PDN straps and rails:
(4 px per µm) Pins as bars on the die edge. Tap cells in grey.
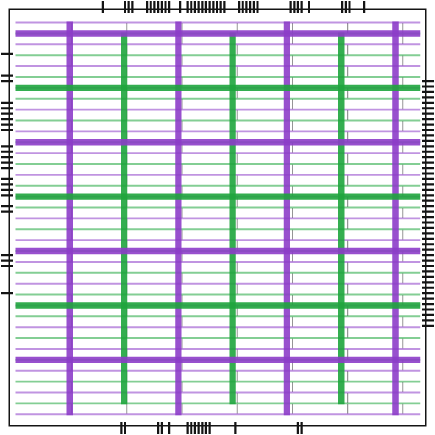
The clock network:
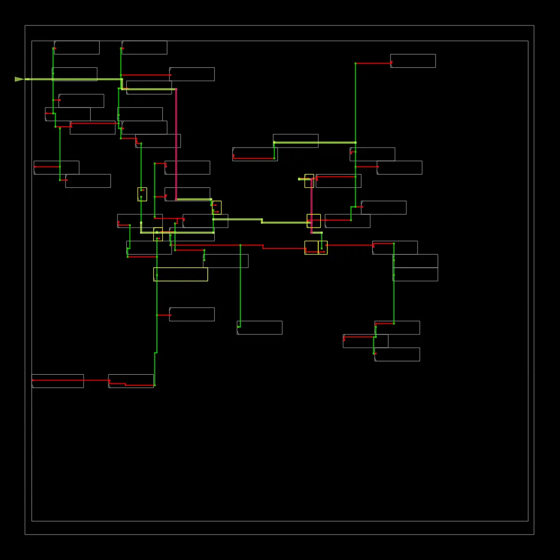
Routed metal, one colour a layer:
(4 px per µm)
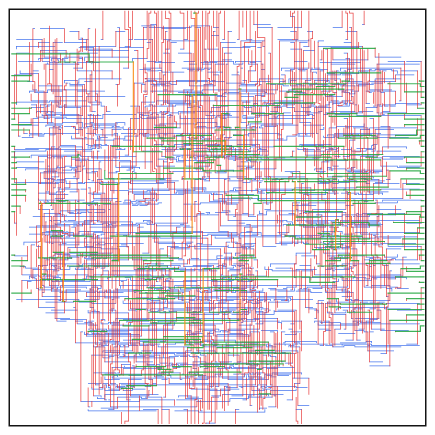
The metal 2 layer:
(3 px per µm)
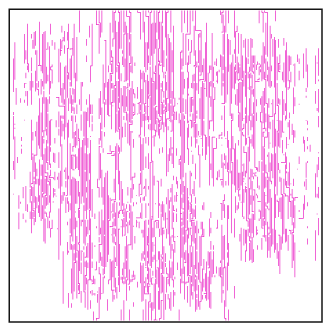
===== config.mk =====
export PLATFORM = sky130hd
export DESIGN_NAME = cdb_arbiter
export DESIGN_NICKNAME = d
export VERILOG_FILES = /design/src/rtl/cdb_arbiter.sv
export SDC_FILE = /design/constraint.sdc
export NUM_CORES = 1
export LEC_CHECK = 0
export CAP_MARGIN = 20
export CORE_UTILIZATION = 53
export CTS_BUF_LIST = sky130_fd_sc_hd__clkbuf_2
export CTS_CLUSTER_SIZE = 8
export DETAILED_ROUTE_END_ITERATION = 6
export PLACE_DENSITY = 0.83
export SETUP_SLACK_MARGIN = 0.4
export SLEW_MARGIN = 25
export SYNTH_ARGS = -nofsm -noshare
export SYNTH_HDL_FRONTEND = slang
export SYNTH_SLANG_ARGS = --single-unit

===== constraint.sdc =====
create_clock -name clk -period 5.65 [get_ports clk]
set_input_delay 1.13 -clock clk [delete_from_list [all_inputs] [get_ports clk]]
set_output_delay 1.13 -clock clk [all_outputs]
set_load 0.05 [all_outputs]

===== src/rtl/cdb_arbiter.sv =====
// Common data bus arbiter: round-robin selection of one functional-unit
// result per cycle, registered broadcast, and a saturating conflict count.
module cdb_arbiter #(
  parameter int NUM_SRC    = 4,
  parameter int DATA_WIDTH = 16,
  parameter int TAG_WIDTH  = 3
) (
  input  logic                          clk,
  input  logic                          rst,
  input  logic                          flush,
  input  logic [NUM_SRC-1:0]            req_valid,
  input  logic [NUM_SRC*TAG_WIDTH-1:0]  req_tag,
  input  logic [NUM_SRC*DATA_WIDTH-1:0] req_data,
  output logic [NUM_SRC-1:0]            grant,
  output logic                          cdb_valid,
  output logic [TAG_WIDTH-1:0]          cdb_tag,
  output logic [DATA_WIDTH-1:0]         cdb_data,
  output logic [15:0]                   conflict_count
);

  localparam int PW = (NUM_SRC > 1) ? $clog2(NUM_SRC) : 1;

  logic [PW-1:0]         r_rr_ptr;
  logic                  r_valid;
  logic [TAG_WIDTH-1:0]  r_tag;
  logic [DATA_WIDTH-1:0] r_data;
  logic [15:0]           r_conf;

  logic [NUM_SRC-1:0]    w_grant;
  logic                  w_any;
  logic [PW-1:0]         w_next_ptr;
  logic [TAG_WIDTH-1:0]  w_tag;
  logic [DATA_WIDTH-1:0] w_data;
  logic                  w_contend;

  // Round-robin search from r_rr_ptr; reset and flush suppress any grant
  always_comb begin
    int j;
    int n;
    w_grant    = '0;
    w_any      = 1'b0;
    w_next_ptr = r_rr_ptr;
    w_tag      = '0;
    w_data     = '0;
    n          = 0;
    for (int i = 0; i < NUM_SRC; i++) begin
      j = int'(r_rr_ptr) + i;
      if (j >= NUM_SRC) j = j - NUM_SRC;
      if (!w_any && req_valid[j] && !flush && !rst) begin
        w_any      = 1'b1;
        w_grant[j] = 1'b1;
        w_tag      = req_tag[j*TAG_WIDTH +: TAG_WIDTH];
        w_data     = req_data[j*DATA_WIDTH +: DATA_WIDTH];
        w_next_ptr = (j + 1 >= NUM_SRC) ? '0 : PW'(j + 1);
      end
      if (req_valid[i]) n = n + 1;
    end
    w_contend = (n >= 2);
  end

  // Pointer advance and single-cycle broadcast register
  always_ff @(posedge clk or posedge rst) begin
    if (rst) begin
      r_rr_ptr <= '0;
      r_valid  <= 1'b0;
      r_tag    <= '0;
      r_data   <= '0;
    end else if (flush) begin
      r_rr_ptr <= '0;
      r_valid  <= 1'b0;
    end else if (w_any) begin
      r_rr_ptr <= w_next_ptr;
      r_valid  <= 1'b1;
      r_tag    <= w_tag;
      r_data   <= w_data;
    end else begin
      r_valid  <= 1'b0;
    end
  end

  // Saturating count of cycles where some request had to wait
  always_ff @(posedge clk or posedge rst) begin
    if (rst) begin
      r_conf <= '0;
    end else if (!flush && w_contend && r_conf != 16'hFFFF) begin
      r_conf <= r_conf + 16'd1;
    end
  end

  assign grant          = w_grant;
  assign cdb_valid      = r_valid;
  assign cdb_tag        = r_tag;
  assign cdb_data       = r_data;
  assign conflict_count = r_conf;

endmodule


==> Slide: Implementation Results <==
Implementation Results

Timing
  – Worst slew pin tran: 1.019 ns
  – Min Hold Slack: 0.5122 ns
  – Max-slew violations: 0
  – Crit share post-route: 81.19%
  – Endpoints failing setup: 0
  – Final TNS setup: 0 ns

Detailed routing
  – Met3 wire len: 1809 µm
  – Routed wire per std cell: 21.40 µm
  – Met2 WL: 8193 µm
  – Post-DRT Antenna Nets: 0
  – Drt initial violations: 489

Floorplanning
  – Core Util at FP: 55.40%
  – Chip Width: 103.8 µm
  – Die height: 103.8 µm
  – Core box area: 9910 µm²
  – Num ports: 123

Synth
  – FFs w/ async S/R, synth: 100.0%
  – MUX area fraction: 35.37%
  – Syn nets: 686
  – Post-synth top flop: dfrtp_1
  – Cell taking the most area after synthesis: mux4_2

Finish
  – CLK BUF: 5
  – Fillers: 783
  – Logic share of the area: 62.06%
  – Non-filler cells, final: 803
  – Count of non-CTS inverters in the layout: 17
  – Clock Network Area Fraction: 1.041%
  – Sequential cell area: 954.7 µm²

Status
  – Status: complete, no violations

Clock network
  – # Post-CTS Setup Buffers: 0
  – H-tree depth: 2
  – Cts repair resizes: 0

Place
  – RePlAce Congestion: 0.9411
  – Placed Area: 6661 µm²

Global routing
  – GR Util met1: 44.76%

Worst setup path
  – Bufs and invs on worst path: 3
  – CP top delay family: buffers and inverters
  – Critical path startpoint category: input pin
  – CP arrival: 3.46 ns
-- 'PDN straps and rails' (at the start) --
legend:
  green:
    net: VDD
  purple:
    net: VSS
met1 rails: 37
tap cells: 133
met5 straps: 7
met4 straps: 7
rows: 36

-- 'the clock network' (at the start) --
CTS Buf Count: 5
flop count: 38

-- 'routed metal, one colour a layer' (at the start) --
legend:
  red:
    layer: M2
    wire_length: 8,190 µm
  blue:
    layer: M1
    wire_length: 6,910 µm
  green:
    layer: M3
    wire_length: 1,810 µm
  orange:
    layer: M4
    wire_length: 269 µm

-- 'the metal 2 layer' (at the start) --
main direction: vertical
share of all routed wire: 48%
wire length on this layer: 8,190 µm
met2 GRT Util: 50.53%
drt total wl: 17,180 µm
routed vias: 5,587

[final timing paths]
| check | from | endpoint | slack [ns] | cells past startpoint |
|---|---|---|---|---|
| hold reg to reg | conflict_count[9]$_DFFE_PP0P_ | conflict_count[9]$_DFFE_PP0P_ | 0.51 | 1 |
| min in group asynchronous | rst | r_rr_ptr[0]$_DFFE_PP0P_ | 1.00 | 2 |
| max in group asynchronous | rst | conflict_count[1]$_DFFE_PP0P_ | 3.93 | 3 |
| setup / recovery | req_valid[2] | grant[2] | 1.06 | 7 |
| hold / removal | conflict_count[9]$_DFFE_PP0P_ | conflict_count[9]$_DFFE_PP0P_ | 0.51 | 1 |
| setup reg to reg | r_rr_ptr[0]$_DFFE_PP0P_ | cdb_tag[2]$_DFFE_PP0P_ | 1.39 | 11 |
[worst register-to-register path, delay by kind of cell (launching register included)]
family,cells,cell delay (ns)
AND/OR/NAND/NOR,4,1.27
adder cells (fa/ha/maj),2,0.93
flip-flops,1,0.58
AND-OR/OR-AND,4,0.67
buffers and inverters,1,0.76
[report_power, final]
part           internal [mW]  leakage, nW  switching, mW  total, mW
combinational           1.34         1.96           1.77       3.12
sequential             0.367        0.484          0.101      0.468
clock                 0.0742       0.0352          0.106      0.180
total                   1.79         2.48           1.98       3.76
[Yosys cell counts (3+ instances only)]
cell type  count
nor3_1         6
buf_2         26
nand2_1       51
nor2_1        60
o22ai_1        3
mux2_2        23
nand2b_1       3
a22oi_1        5
ha_1          17
o21ai_0       24
nand3_1       18
a222oi_1       3
o211ai_1       4
a32o_1        16
xnor2_1       17
a31oi_1        3
mux2i_1       35
and3_1         6
inv_1         15
o32a_1        17
buf_4          5
xor2_1         3
o32ai_1        3
buf_6          5
nor2b_1        3
mux4_2        58
dfrtp_1       38
clkbuf_1      18
a21oi_1       54
nand4_1        5
Power figures rest on the tool's default switching activity, not on a simulated workload.
